[src/rtl/game_countdown_timer.sv]
// Round countdown timer: prescaled seconds count, BCD digits, expiry pulse.
// Optional macro GAME_TIMER_WARN_BLINK_EN gates warn with a 1 Hz blink phase.
module game_countdown_timer #(
  parameter int TICK_DIV = 100_000_000,
  parameter int GAME_SEC = 30,
  parameter int WARN_SEC = 5
) (
  input  logic       clk,
  input  logic       rst,
  input  logic       start,
  input  logic       restart,
  input  logic       play_en,
  output logic       time_over,
  output logic       expired,
  output logic [6:0] time_left,
  output logic [3:0] sec_tens,
  output logic [3:0] sec_ones,
  output logic       running,
  output logic       warn
);

  localparam int PW = (TICK_DIV > 1) ? $clog2(TICK_DIV) : 1;
  localparam logic [PW-1:0] P_MAX = PW'(TICK_DIV - 1);
  localparam logic [6:0] T_INIT = 7'(GAME_SEC);
  localparam logic [6:0] T_WARN = 7'(WARN_SEC);
  localparam logic [3:0] TENS_INIT = 4'(GAME_SEC / 10);
  localparam logic [3:0] ONES_INIT = 4'(GAME_SEC % 10);

  typedef enum logic [2:0] {
    S_IDLE,
    S_LOADED,
    S_RUN,
    S_PAUSE,
    S_EXPIRED
  } state_t;

  state_t        state, state_n;
  logic [PW-1:0] presc, presc_n;
  logic [6:0]    tl_n;
  logic [3:0]    tens_n, ones_n;
  logic          exp_n, tov_n;
  logic          step;
  logic          warn_base;

  // State and datapath registers
  always_ff @(posedge clk or posedge rst) begin
    if (rst) begin
      state     <= S_IDLE;
      presc     <= '0;
      time_left <= T_INIT;
      sec_tens  <= TENS_INIT;
      sec_ones  <= ONES_INIT;
      expired   <= 1'b0;
      time_over <= 1'b0;
    end else begin
      state     <= state_n;
      presc     <= presc_n;
      time_left <= tl_n;
      sec_tens  <= tens_n;
      sec_ones  <= ones_n;
      expired   <= exp_n;
      time_over <= tov_n;
    end
  end

  // Next state: reload on restart/start, else prescaled countdown
  always_comb begin
    state_n = state;
    presc_n = presc;
    tl_n    = time_left;
    tens_n  = sec_tens;
    ones_n  = sec_ones;
    exp_n   = expired;
    tov_n   = 1'b0;
    step    = 1'b0;
    if (restart || start) begin
      state_n = restart ? S_IDLE : S_LOADED;
      presc_n = '0;
      tl_n    = T_INIT;
      tens_n  = TENS_INIT;
      ones_n  = ONES_INIT;
      exp_n   = 1'b0;
    end else begin
      unique case (state)
        S_LOADED: begin
          if (play_en) begin
            state_n = S_RUN;
            step    = 1'b1;
          end
        end
        S_RUN: begin
          if (play_en) step = 1'b1;
          else state_n = S_PAUSE;
        end
        S_PAUSE: begin
          if (play_en) begin
            state_n = S_RUN;
            step    = 1'b1;
          end
        end
        default: ;
      endcase
      if (step) begin
        if (presc == P_MAX) begin
          presc_n = '0;
          if (time_left != 7'd0) begin
            tl_n = time_left - 7'd1;
            if (sec_ones == 4'd0) begin
              ones_n = 4'd9;
              tens_n = sec_tens - 4'd1;
            end else begin
              ones_n = sec_ones - 4'd1;
            end
          end
          if (time_left == 7'd1) begin
            tov_n   = 1'b1;
            exp_n   = 1'b1;
            state_n = S_EXPIRED;
          end
        end else begin
          presc_n = presc + PW'(1);
        end
      end
    end
  end

  // Status decode from registered state
  always_comb begin
    running   = (state == S_RUN);
    warn_base = (state == S_RUN || state == S_PAUSE) &&
                (time_left != 7'd0) && (time_left <= T_WARN);
`ifdef GAME_TIMER_WARN_BLINK_EN
    warn = warn_base && (presc < PW'(TICK_DIV / 2));
`else
    warn = warn_base;
`endif
  end

endmodule

[config.mk]
export PLATFORM = sky130hd
export DESIGN_NAME = game_countdown_timer
export DESIGN_NICKNAME = d
export VERILOG_FILES = /design/src/rtl/game_countdown_timer.sv
export SDC_FILE = /design/constraint.sdc
export NUM_CORES = 1
export LEC_CHECK = 0
export CAP_MARGIN = 30
export CELL_PAD_IN_SITES_DETAIL_PLACEMENT = 1
export CELL_PAD_IN_SITES_GLOBAL_PLACEMENT = 1
export CORE_ASPECT_RATIO = 0.75
export CORE_MARGIN = 5
export CORE_UTILIZATION = 40
export DETAILED_ROUTE_END_ITERATION = 6
export PLACE_DENSITY_LB_ADDON = 0.1
export SYNTH_ARGS = -nofsm -noshare
export SYNTH_HDL_FRONTEND = slang
export SYNTH_SLANG_ARGS = --single-unit
[constraint.sdc]
create_clock -name clk -period 2.91 [get_ports clk]
set_input_delay 0.582 -clock clk [delete_from_list [all_inputs] [get_ports clk]]
set_output_delay 0.582 -clock clk [all_outputs]
set_load 0.02 [all_outputs]
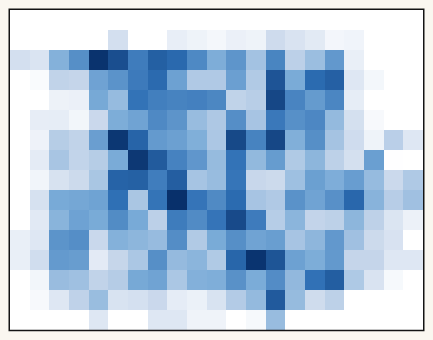
*Wiring heat map*
(4 px per um) 21 x 16 tiles, from white (low) to dark blue (high), scaled to the fullest tile. Values are wire area over tile area, all layers added.
tiles over half the peak: 30%
densest ninth of the die: center
mean over tiles: 0.12
emptiest ninth of the die: upper right
average routed wire per standard cell: 16.7 um
DR vias: 2,148

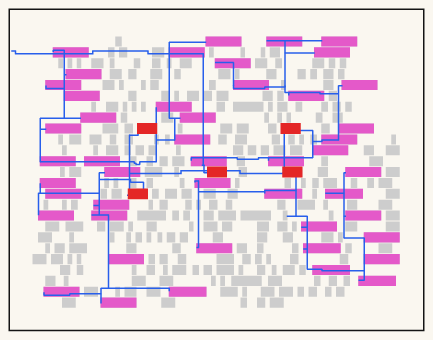
*Routed clock nets over the placement*
(4 px per um)
legend:
  clock drivers:
    color: red
    count: 5
  clock wires:
    color: blue
    length: 665 um
  flip-flops:
    color: magenta
    count: 47
routed clock nets: 6
flops lie: widely spread
Clock Skews: 6.95 ps
clock network power share: 35.1%

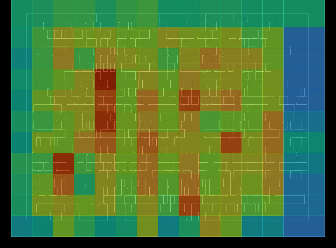
*Routing congestion map*
most utilized layer in the global route result: met1
core occupancy in the finished layout: 48.2%

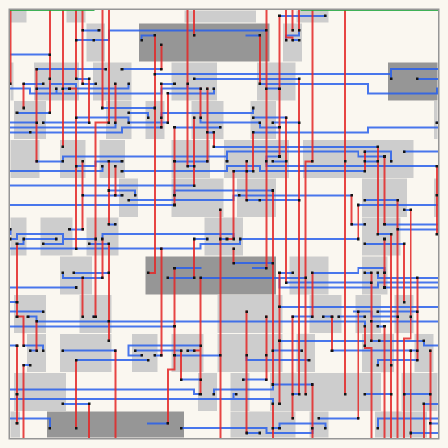
*Close-up of the layout*
Region (37, 9) to (67, 39) um. Cells in gray, sequential cells in the stronger gray; small squares are vias.
legend:
  metal 2:
    color: red
  metal 3:
    color: green
  metal 1:
    color: blue
sequential cells in the window: 3
most frequent: nor2_1 (6), clkdlybuf4s50_1 (5)
cells with their middle in the window: 53

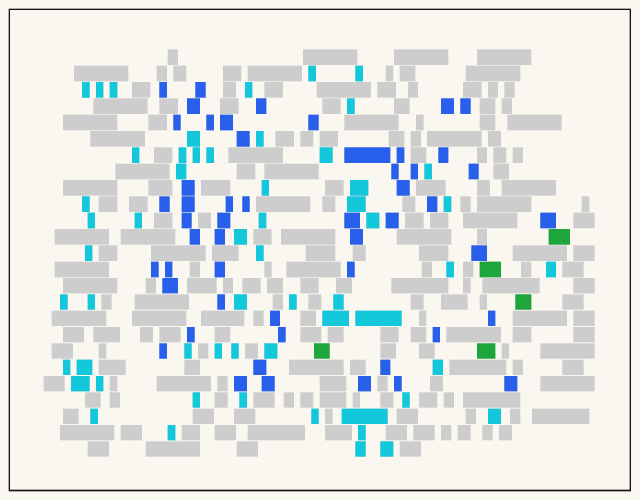
*Selected gate families*
(6 px per um)
legend:
  NAND gates:
    color: blue
    cells: 52
  AND-OR and OR-AND gates:
    color: green
    cells: 5
    where: middle right
  NOR gates:
    color: cyan
    cells: 57
combinational share of cell area: 44.0%
number of standard cells in the layout, taps in and fillers out: 389
most frequent logic cell in the layout: sky130_fd_sc_hd__dfrtp_1

==> results.txt <==
Notes on the flow outputs.

- The detail-routed via count per cell reads between 5 and 6.
- The final sum of negative setup slack is 0 ps.
- The clock network consumes a total of between 300 and 400 uW.
- In this run switching power makes up approximately a quarter of total power.
- Per the detail_route log, the uppermost layer with routed signals is met4.
- The global routing report lists met2 layer usage as approximately a quarter.
- Counting flops with a built-in enable in the synthesized netlist gives 0.
- The final timing report lists a hold violation count of 0.
- The number of multi-input combinational cells is about 210.
- The start point of the worst hold path is expired$_DFFE_PP0P_.
- The post-synthesis cell type count is between 40 and 50.
- In the final layout, flip-flops and latches take up approximately 39% of the cell area.
- Global routing consumed, on the met1 layer, roughly a quarter of the routing resources.
- After Yosys synthesis, full adders, half adders and majority gates account for 3.36% of the synthesized area.
- The worst min-delay path endpoint reads expired$_DFFE_PP0P_.
- The number of buffers inserted during clock tree synthesis is 5.
- The post-synthesis instance total is ~280.
- The source of the worst register-to-register timing path reads presc[0]$_DFFE_PP0N_.
- The main logic family after synthesis is simple AND/OR/NAND/NOR gates.
- The synthesized area reads 0.00261 sq mm.
- The setup slack of the worst register-to-register path is slightly below 600 ps.
- The chip area in the Yosys report is 0.00261 sq mm.
- The clock buffer count is 7.
- According to the floorplan report, the placeable core area is between 0.006 and 0.007 sq mm.
- The capture point of the worst register-to-register path is recorded as sec_ones[3]$_DFFE_PP0P_.
- In the post-synthesis netlist, the biggest area contributors are sky130_fd_sc_hd__dfrtp_1 (39%), sky130_fd_sc_hd__dfstp_2 (6.0%), sky130_fd_sc_hd__nor2_1 (5.3%).
- Once the floorplan was initialized, standard cells occupied about two fifths of the core.
- The share of flip-flops with an asynchronous set or reset reads 100%.
- The worst path required time is around 2300 ps.
- The total track usage reads approximately 18%.
- The tapcell count reads roughly 81.
- The worst hold path depth reads 1.
- The worst setup slack before clock tree synthesis reads around 230 ps.
- The number of cells on the critical path is 5.
- The most common logic cells in the final layout are sky130_fd_sc_hd__dfrtp_1 (41), sky130_fd_sc_hd__nor2_1 (37), sky130_fd_sc_hd__clkdlybuf4s50_1 (22), sky130_fd_sc_hd__nand2_1 (18), sky130_fd_sc_hd__a21oi_1 (18).
- The worst hold margin reads 514 ps.
- The proportion of final cell area spent on non-clock buffers reads under 10%.
- The total power consumption of the routed design is 1.11 mW.
- The maximum single-stage delay on the critical path reads slightly below 600 ps.
- The count of maximum capacitance violations is 0.
- presc holds more flip-flops than any other register.
- The layout overhead on the synthesized area is 16.7%.
- The post-cts hold-fix buffer tally is 0.
- The total leakage power reads about 1.2 nW.
- Counting the fill cells in the layout gives 735.
- The cell type with the largest total area after synthesis reads sky130_fd_sc_hd__dfrtp_1.
- The critical path arrival reads around 2100 ps.
- The number of diodes added for antenna fixing is 0.
- The number of violations reported at the end of detailed-routing iteration 0 reads about 54.
- The number of top-level design ports is 24.
- The biggest slice of the area belongs to combinational gates.
- The post-detailed-route DRC marker count is 0.
- The deepest level of the CTS H-tree reads 2.
- The termination of the worst setup path reads warn.
- The post-synthesis xor/xnor area fraction is about 6.4%.
- The kind of cell adding the most delay to the critical path reads simple AND/OR/NAND/NOR gates.
- The HPWL after detailed placement reads 4830 um.
- The prevailing post-synth register cell reads sky130_fd_sc_hd__dfrtp_1.
- Detailed placement reports a standard cell area of approximately 0.003 sq mm.
- The fraction of layout instances using a drive strength above 1 reads around a tenth.
- The buffer cell driving the clock tree root reads sky130_fd_sc_hd__clkbuf_8.
- Counting instances in the post-synthesis netlist gives the leading cell types as sky130_fd_sc_hd__dfrtp_1 (41), sky130_fd_sc_hd__nor2_1 (37), sky130_fd_sc_hd__a21oi_1 (18), sky130_fd_sc_hd__nand2_1 (18), sky130_fd_sc_hd__nand3_1 (14).
- The shortest clock period the worst path allows after layout is ~2700 ps.
- Among all cell types in the netlist, the one instantiated most often is sky130_fd_sc_hd__dfrtp_1.
- The chip height reads 80.0 um.
- The post-synthesis sequential element count is 47.
- After layout, the buffer instance count without clock buffers stands at 31.
- Routing resource usage on met3 recorded by global route was around 3.3%.
- The post-synthesis compound-gate area fraction reads between 10% and 20%.
- The run finished with clean final reports.
- For the completed layout, the total cell area is recorded as 0.00305 sq mm.
- The number of antenna violations at the first check in global routing came to 0.
- Wire segments on met2 add up to around 2800 um in the final route.
- The endpoint kind of the worst setup timing path is an output pin.
- The standard cell with the maximum stage delay on the critical path reads sky130_fd_sc_hd__dfstp_2.
- The combinational gate area is about 0.0013 sq mm.
- After synthesis, the largest area contributor takes up 39.3% of total cell area.
- The depth of the worst register-to-register path is 7.
- The script extracted a net switching power of around 270 uW.
- The number of nets in the synthesized netlist reads 290.
- The wire length the detailed router placed on met1 reads about 3500 um.
- The clock insertion delay at the later pin of the skew report is ~300 ps.
- The clock tree from TritonCTS is done.
- Looking at the power breakdown, combinational cells take about 6% of the total.
- The clock sink total reads approximately 47.
- The first detailed-routing pass ran for 4 iterations.
- The layout report lists the combined flip-flop and latch area as around 0.0012 sq mm.
- The global placer's final weighted congestion reads 0.770.
- The post-CTS setup buffer count is 0.
- The total number of sequential cells is between 40 and 50.
- The wire length of the first global-routing pass is 11,400 um.
- The relative slew slack is roughly 62%.
- The final layout contains 319 nets.
- The share of power burned in registers reads between 50% and 60%.
- The startpoint kind of the worst setup timing path is a flop.
- The number of port buffers is 23.
- The largest registers in the layout are presc (27), time_left (7).
- The maximum vdd drop reads roughly 190 uV.
- The total met3 wirelength after detailed routing is roughly 160 um.
- The maximum buffer depth of the clock tree is 2.
- The clock edge transition at the registers on the reported setup and hold paths is roughly 90 ps.
- The power per unit of standard cell area is 365 mW/mm^2.
- The pin count of the biggest net entering global routing reads 25.
- The post-synthesis cell count from yosys is around 280.
- The slew of the pin with the lowest slew margin is between 500 and 600 ps.
- The via count of the first global-routing pass reads roughly 2,200.
- Counting both buffers and inverters, the worst setup path holds a total of 2.
- Max fanout on the critical path was recorded as 5.
- The average footprint of a synthesized cell is about 9.4 sq um.
- Nets still carrying antenna violations after routing amount to 0.
- The total die area is 0.00826 sq mm.
- The maximum clock rate is 367 MHz.
- Traced cell by cell, the critical path runs through inv_1 > ha_1 > and3_1 > nor4_1 > dlygate4sd2_1.
- The internal power reads between 800 and 900 uW.
- The group drawing the most power is sequential cells.
Power is estimated from default activity; no workload was simulated.
